<file path="config.mk">
export PLATFORM = sky130hd
export DESIGN_NAME = branch_decode_unit
export DESIGN_NICKNAME = d
export VERILOG_FILES = /design/src/rtl/branch_decode_unit.sv
export SDC_FILE = /design/constraint.sdc
export NUM_CORES = 1
export LEC_CHECK = 0
export ABC_AREA = 1
export CORE_UTILIZATION = 62
export CTS_BUF_LIST = sky130_fd_sc_hd__clkbuf_8
export CTS_CLUSTER_SIZE = 25
export DETAILED_ROUTE_END_ITERATION = 12
export PLACE_DENSITY = 0.88
export SETUP_SLACK_MARGIN = 0.5
export SYNTH_ARGS = -nofsm -noshare
export SYNTH_HDL_FRONTEND = slang
export SYNTH_SLANG_ARGS = --single-unit
export TNS_END_PERCENT = 10
</file>
<file path="constraint.sdc">
create_clock -name Clock -period 8.92 [get_ports Clock]
set_input_delay 2.676 -clock Clock [delete_from_list [all_inputs] [get_ports Clock]]
set_output_delay 2.676 -clock Clock [all_outputs]
set_load 0.01 [all_outputs]
</file>
<file path="src/rtl/branch_decode_unit.sv">
// branch_decode_unit: registered instruction decoder with branch squash, return-address stack and sticky stack fault
module branch_decode_unit #(
    parameter int INSTR_WIDTH = 16,
    parameter int DATA_WIDTH  = 8,
    parameter int ADDR_WIDTH  = 10,
    parameter int STACK_DEPTH = 4
) (
    input  logic                                 Clock,
    input  logic                                 Reset,
    input  logic                                 iValid,
    input  logic                                 iStall,
    input  logic [INSTR_WIDTH-1:0]               wInstruction,
    input  logic [ADDR_WIDTH-1:0]                wPC,
    input  logic                                 wZa,
    input  logic                                 wZb,
    input  logic                                 wCa,
    input  logic                                 wCb,
    input  logic                                 wNa,
    input  logic                                 wNb,
    output logic                                 oValid,
    output logic                                 rBranch_taken,
    output logic [ADDR_WIDTH-1:0]                rBranch_dir,
    output logic [DATA_WIDTH-1:0]                rC,
    output logic                                 rMux_a_sel,
    output logic                                 rMux_b_sel,
    output logic                                 rFault,
    output logic [1:0]                           rFault_code,
    output logic [$clog2(STACK_DEPTH+1)-1:0]     oStack_count
);
    localparam int CW = $clog2(STACK_DEPTH+1);
    localparam logic [CW-1:0] FULL = CW'(STACK_DEPTH);
    localparam logic [5:0] OP_JMP = 6'h20, OP_CALL = 6'h2D, OP_RET = 6'h2E;

    typedef enum logic [1:0] {RUN, SQUASH, FAULT} stateType;
    stateType state, nState;

    // Sized to the full count range so every count value is a legal index.
    logic [ADDR_WIDTH-1:0] stackMem [2**CW];

    logic [5:0]            op;
    logic [DATA_WIDTH-1:0] imm;
    logic [ADDR_WIDTH-1:0] target, retAddr;
    logic [CW-1:0]         popIdx, nCount;
    logic [3:0]            condIdx;
    logic [11:0]           condVec;
    logic                  isImm, isCond, doPush;
    logic                  nValid, nTaken, nMuxA, nMuxB, nFault;
    logic [ADDR_WIDTH-1:0] nDir;
    logic [DATA_WIDTH-1:0] nC;
    logic [1:0]            nCode;

    assign op      = wInstruction[INSTR_WIDTH-1 -: 6];
    assign imm     = wInstruction[DATA_WIDTH-1:0];
    assign target  = wInstruction[ADDR_WIDTH-1:0];
    assign popIdx  = oStack_count - CW'(1);
    assign retAddr = wPC + ADDR_WIDTH'(1);
    assign isImm   = op >= 6'h10 && op <= 6'h19;
    assign isCond  = op >= 6'h21 && op <= 6'h2C;
    assign condIdx = op[3:0] - 4'd1;
    // Bit k holds the condition of opcode 6'h21+k: Z/C/N set then clear, A flags then B flags.
    assign condVec = {~wNb, wNb, ~wCb, wCb, ~wZb, wZb, ~wNa, wNa, ~wCa, wCa, ~wZa, wZa};

    always_comb begin
        nValid = 1'b0;
        nTaken = 1'b0;
        nDir   = '0;
        nC     = '0;
        nMuxA  = 1'b0;
        nMuxB  = 1'b0;
        nFault = rFault;
        nCode  = rFault_code;
        nCount = oStack_count;
        nState = state;
        doPush = 1'b0;
        if (state == RUN && iValid) begin
            if (op == OP_CALL && oStack_count == FULL) begin
                nFault = 1'b1;
                nCode  = 2'b01;
                nState = FAULT;
            end else if (op == OP_RET && oStack_count == '0) begin
                nFault = 1'b1;
                nCode  = 2'b10;
                nState = FAULT;
            end else begin
                nValid = 1'b1;
                nC     = isImm ? imm : '0;
                nMuxA  = isImm && (op[0] ? op != 6'h11 : op == 6'h10);
                nMuxB  = isImm && !nMuxA;
                nTaken = op == OP_JMP || op == OP_CALL || op == OP_RET || (isCond && condVec[condIdx]);
                nDir   = !nTaken ? '0 : op == OP_RET ? stackMem[popIdx] : target;
                nCount = op == OP_CALL ? oStack_count + CW'(1) : op == OP_RET ? popIdx : oStack_count;
                doPush = op == OP_CALL;
                nState = nTaken ? SQUASH : RUN;
            end
        end else if (state == SQUASH) begin
            nState = RUN;
        end
    end

    always_ff @(posedge Clock) begin
        if (Reset) begin
            state         <= RUN;
            oValid        <= 1'b0;
            rBranch_taken <= 1'b0;
            rBranch_dir   <= '0;
            rC            <= '0;
            rMux_a_sel    <= 1'b0;
            rMux_b_sel    <= 1'b0;
            rFault        <= 1'b0;
            rFault_code   <= 2'b00;
            oStack_count  <= '0;
        end else if (!iStall) begin
            state         <= nState;
            oValid        <= nValid;
            rBranch_taken <= nTaken;
            rBranch_dir   <= nDir;
            rC            <= nC;
            rMux_a_sel    <= nMuxA;
            rMux_b_sel    <= nMuxB;
            rFault        <= nFault;
            rFault_code   <= nCode;
            oStack_count  <= nCount;
        end
    end

    always_ff @(posedge Clock) begin
        if (!Reset && !iStall && doPush) stackMem[oStack_count] <= retAddr;
    end
endmodule

</file>
==> out/results.ini, run 1 <==
[yosys]
syn_inst = 527
ys_cells = 527
synth.distinct_cells = 37
yosysSeqAreaShare_pct = 58.4
edf_count = 80
syn-mean-instance-area_sq_um = 9.76
yosysMostFrequentCell = nand2_1
yosys-top-cells-area = edfxtp_1, dfxtp_1, nand2_1, nand3_1, nand3_2
synth_nets = 571
ys.flop_type = edfxtp_1
synthArstFlopShare_pct = 0
yosys.stat.chipArea_sq_um = 5140
top_area_cell = edfxtp_1
synth.cell_area_sq_um = 5140
yosys-top-cells-count = nand2_1, edfxtp_1, nand3_1

[min_path]
hold_end = rC[4]
hold_depth = 2
hold_class = reg2reg
hold_start = rC[4]

[floorplanning]
die_w_microns = 93.1
fp_util_pct = 65.2
rows = 32
die_h_microns = 93.1
tap_cells = 102
ioPinCount = 64
core_sq_um = 7890
chipArea_sq_um = 8670

[placement]
dpl_cell_area_sq_um = 5790
place_ws_ns = 2.77
place_congestion = 0.936
io_buffers = 63
dp.cells = 671
place_hpwl_microns = 8320

[clocking]
cts_tree = done
post_cts_buffers = 0
ctsResizeCount = 0
cts_root_buffer = clkbuf_8
ctsHoldBuffers = 0
clk_pin_slew_worst_paths_ns = 0.11
clock_path_buffers = 2
insertion_delay_ns = 0.38
cts_made_buffers = 9

[pwr]
p_comb_share_pct = 8.7
switchingPower_uw = 226
seq_power_uw = 552
seqPwrFrac_pct = 60.2
p_clk_share_pct = 31.1
p_total_uw = 918
top_power_group = sequential cells
power_density_nw_per_um2 = 153
switching_share_pct = 24.6
p_int_uw = 691
leakage_nw = 2.20
irDropWorstVdd_uv = 116

[finish]
stdcell_area_sq_um = 5990
inverters = 34
comb_area_sq_um = 1870
drive_gt1_share_pct = 9.90
seq_area_share_pct = 50.2
logic_gates = 359
comb_share_pct = 31.3
final-clk-cell-share_pct = 3.20
finish.utilization_pct = 75.9
final_cell_mix = nand2_1, edfxtp_1, nand3_1
regArea_sq_um = 3000
insertedDiodeCount = 0
fillCellCount = 518
largest_cell_class = sequential cells
bufAreaShareNonClock_pct = 11.0
finalNonFillerCells = 688
nFlopsAndLatches = 110

[flow_run]
warning_count = 31
cap_viol_max_count = 0

[grt]
grt_pass1_vias = 3787
use_met2_pct = 47.2
grt_start_max_net_pins = 45
globalRouteOverflowTotal = 0
antenna_found_initial = 0
grt_pass1_wl_microns = 18400
grt_use_met1_pct = 36.5

[route]
drt.antenna.violating_nets = 0
wl_met3_microns = 956
drt_iter0_markers = 311
drc = 0
dr.pass1.iters = 5
met2_length_microns = 5450
highest_layer = met4

[worst_setup_path]
crit_type = in2reg
r2r_slack_ns = 5.37
reg2reg_from = oStack_count[0]
cp.arrival_ns = 5.83
cp_max_fo = 24
startpoint = iStall
cp-start-kind = input pin
reg2reg_depth = 8

[timing]
maxSlewHeadroom_pct = 9.53
finalHoldViolations = 0
grt_setup_unrepaired = no
hold_ws_ns = 0.469
tightest_slew_ns = 1.35
fmax_mhz = 172
post-route-period-util_pct = 65.3

[status]
status = complete, no violations

[run 1: flip-flops by register name, summed over array words and instances (netlist names), 2 cells and up]
signal and cells:
oStack_count 3, rBranch_dir 10, rC 8, rFault_code 2
stackMem 80, state 2
[run 1: worst max-delay path, stage by stage]
cell and delay, ns:
clkdlybuf4s50_1 0.81, nor2_1 0.36, inv_1 0.15, nor2_8 0.31
nand4_1 0.39, nor3_1 1.13
[run 1: cell families after synthesis]
kind of cell             count (synthesis)  share of synthesized area (%)
AND/OR/NAND/NOR                        292                           26.6
flip-flops                             110                           58.4
XOR/XNOR                                11                           2.02
adder cells (fa/ha/maj)                  8                           1.95
buffers and inverters                   58                           5.23
AND-OR/OR-AND                           48                           5.81
Run 1, the clock network:
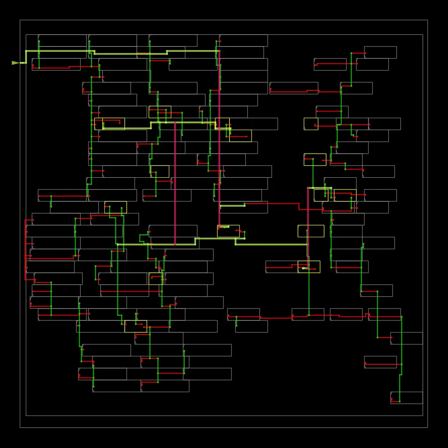
P_clk: 285 uW
Clock buffer cells: 9
CTS sink cnt: 110
Setup Skew: 0.0126 ns

Run 1, sizing map:
Drawn at 4 px/micron.
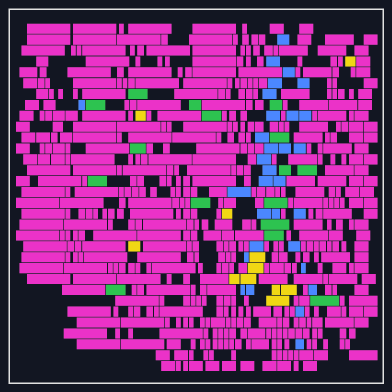
- yellow: _3 and _4 cells (cells 11)
- blue: _2 cells (cells 31; most used nand3_2)
- magenta: _0 and _1 cells (cells 528; most used nand2_1)
- green: _6 and larger (cells 16; most used clkbuf_8)
layout buffer count excluding clock buffers: 67
Area Overhead vs Synth: 16.3%

Run 1, the metal 3 layer:
Drawn at 4 px/micron.
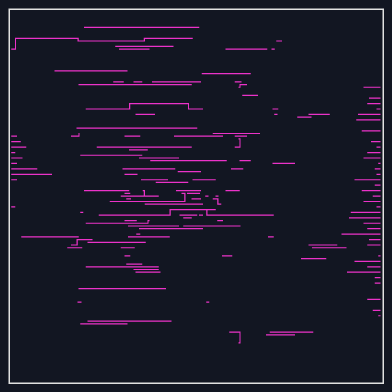
- longest straight run: 29.9 microns
- main direction: horizontal
- wire length on this layer: 957 microns
- nets with wire on the layer: 104
- share of all routed wire: 8.4%
GR Util met3: 5.37%
Post-Route WL: 11400 microns
Vias: 3953

Run 1, wire density map:
Drawn at 4 px/micron. The die is cut into 19 by 19 equal tiles; black is low, pale yellow is high, scaled to the fullest tile. Values are wire area over tile area, all layers added.
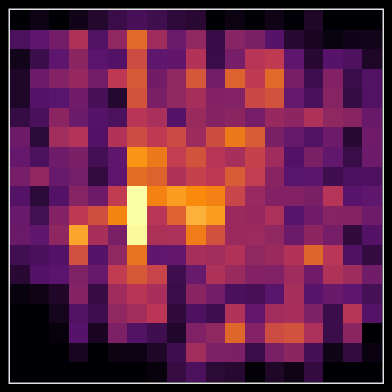
- densest ninth of the die: middle
- nearly empty tiles: 8.3%
- tiles over half the peak: 15%
- emptiest ninth of the die: bottom left
- mean over tiles: 0.22
- fullest tile: 0.71
total track usage: 28.2%
Routed WL per cell: 16.6 microns

Run 1, sequential cells colored by netlist name:
Drawn at 4 px/micron. Other sequential cells in the stronger gray, the rest of the logic in the fainter gray.
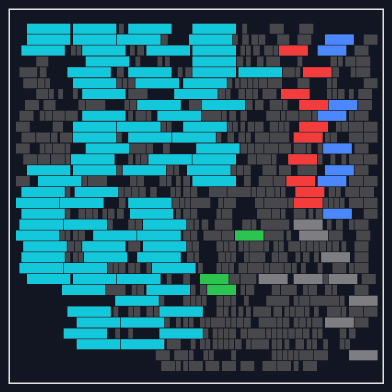

## Run 2: what changed since run 1
--- a/config.mk
+++ b/config.mk
@@ -6,11 +6,11 @@
 export NUM_CORES = 1
 export LEC_CHECK = 0
 export ABC_AREA = 1
-export CORE_UTILIZATION = 62
+export CORE_UTILIZATION = 58
 export CTS_BUF_LIST = sky130_fd_sc_hd__clkbuf_8
 export CTS_CLUSTER_SIZE = 25
 export DETAILED_ROUTE_END_ITERATION = 12
-export PLACE_DENSITY = 0.88
+export PLACE_DENSITY = 0.83
 export SETUP_SLACK_MARGIN = 0.5
 export SYNTH_ARGS = -nofsm -noshare
 export SYNTH_HDL_FRONTEND = slang
==> constraint.sdc (replaced) <==
create_clock -name Clock -period 5.6 [get_ports Clock]
set_input_delay 1.68 -clock Clock [delete_from_list [all_inputs] [get_ports Clock]]
set_output_delay 1.68 -clock Clock [all_outputs]
set_load 0.01 [all_outputs]
Run 2, sequential cells colored by netlist name:
Drawn at 4 px/micron. Other sequential cells in the stronger gray, the rest of the logic in the fainter gray.
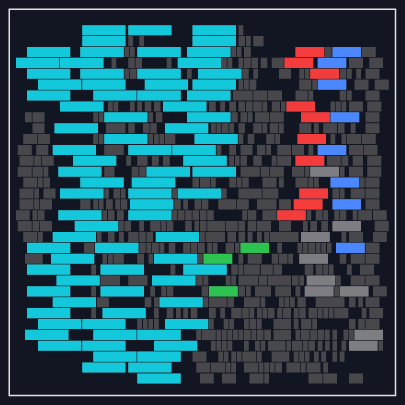
- green: `oStack_count` (sequential cells 3)
- blue: `rC` (sequential cells 8)
- cyan: `stackMem` (sequential cells 80)
- red: `rBranch_dir` (sequential cells 10)
- not colored: 9
flop share of the area: 49.9%
Power Sequential: 880 uW

==> run 2 against run 1 <==
Non-clock buffer count is 7 higher. Design area is 0.63% higher. Synthesized cell count stayed put. Area after synthesis stayed put. Critical path type unchanged.
==> out/results.ini, run 2 <==
[clocking]
cts_root_buffer = clkbuf_8
ctsResizeCount = 0  ; unchanged
cts.sinks = 110  ; unchanged
cts_tree = done
cts_made_buffers = 9  ; unchanged
clock_path_buffers = 2  ; unchanged
insertion_delay_ns = 0.36  ; -0.02 ns
ctsHoldBuffers = 0  ; unchanged
clk_pin_slew_worst_paths_ns = 0.10  ; about the same

[grt]
grt_use_met1_pct = 34.5  ; -1.9 points
grt_pass1_vias = 3632  ; -4.1%
grt_util_met3_pct = 4.66  ; -0.71 points
globalRouteOverflowTotal = 0  ; unchanged

[pwr]
leakage_nw = 2.23  ; +1.3%
power_density_nw_per_um2 = 238  ; +56%
switching_share_pct = 23.9  ; -0.69 points
p_int_mw = 1.09  ; +58%
seqPwrFrac_pct = 61.3  ; +1.1 points
switchingPower_uw = 344  ; +52%
p_total_mw = 1.44  ; +57%
irDropWorstVdd_uv = 162  ; +39%

[yosys]
ys_cells = 527  ; unchanged
ys.flop_type = edfxtp_1
synth_nets = 571  ; unchanged
yosys.stat.chipArea_sq_um = 5140  ; unchanged
syn_inst = 527  ; unchanged
synth.distinct_cells = 37  ; unchanged
yosys-top-cells-area = edfxtp_1, dfxtp_1, nand2_1, nand3_1, nand3_2
mux_share_pct = 0  ; unchanged
edf_count = 80  ; unchanged
ys_sh_simple_pct = 26.6  ; unchanged
xor_share_pct = 2.02  ; unchanged

[min_path]
hold_end = oValid
hold_depth = 2  ; unchanged
hold_class = reg2reg

[route]
drt_iter0_markers = 340  ; +9.3%
highest_layer = met4
dr_total_vias = 3893  ; -1.5%
routed_wl_microns = 11200  ; -1.9%
drc = 0  ; unchanged
dr.pass1.iters = 5  ; unchanged

[worst_setup_path]
startpoint = iStall
reg2reg_depth = 10  ; +2
reg2reg_from = oStack_count[0]
cp.arrival_ns = 4.12  ; -1.71 ns
cp-start-kind = input pin
r2r_slack_ns = 2.19  ; -3.18 ns

[placement]
io_buffers = 63  ; unchanged
dpl_cell_area_sq_um = 5850  ; +1.1%
place_congestion = 0.944  ; +0.94%
place_ws_ns = 1.17  ; -1.60 ns

[timing]
fmax_mhz = 247
hold_ws_ns = 0.471  ; +0.00213 ns
post-route-period-util_pct = 72.4
tightest_slew_ns = 0.963  ; -0.384 ns

[finish]
largest_register = stackMem
final_cell_mix = nand2_1, edfxtp_1, nand3_1
finish.utilization_pct = 71.9  ; -4.0 points
syn_to_final_growth_pct = 17.1
reg.largest.list = stackMem x80, rBranch_dir x10, rC x8

[status]
status = complete, no violations

[floorplanning]
rows = 33  ; +3.1%
fp_util_pct = 61.4  ; -3.8 points
ioPinCount = 64  ; unchanged
core_sq_um = 8380  ; +6.3%
die_w_microns = 96.2  ; +3.3%

[flow_run]
cap_viol_max_count = 0  ; unchanged

Run 2, the clock network:
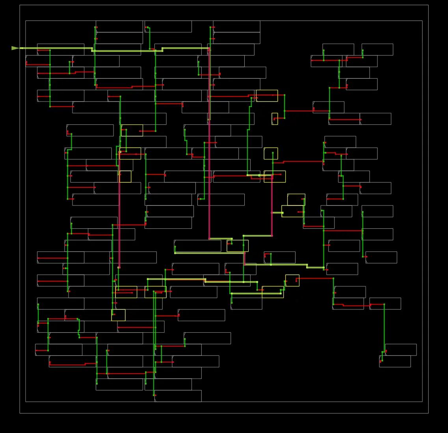
P_clk: 430 uW
Setup Skew: 0.00915 ns

[run 2: cell counts after synthesis]
No cell type changed its count.
[run 2: logic make-up (layout without fill, tap and decap cells)]
family,after synthesis,in the layout
simple gates,292,292
flops,110,110
buf+inv,58,123
compound gates,48,48
xor+xnor,11,11
fa+ha+maj,8,8
[run 2: worst max-delay path, cell delays in order]
cell and delay (ns):
clkdlybuf4s50_1 0.82, nor2_1 0.35, inv_1 0.14, nor2_8 0.32
nand4_1 0.29, nor3_1 0.27, buf_4 0.23
[run 2: layout make-up]
cell class                 count  area [sq um]
clock buffer                   9           124
sequential                   110          3000
inverter                      34           130
fill                         621          2360
tap                          105           131
multi-input combinational    359          1870
timing repair buffer          74           713
clock inverter                 6          48.8
Power and IR drop assume default switching activity.
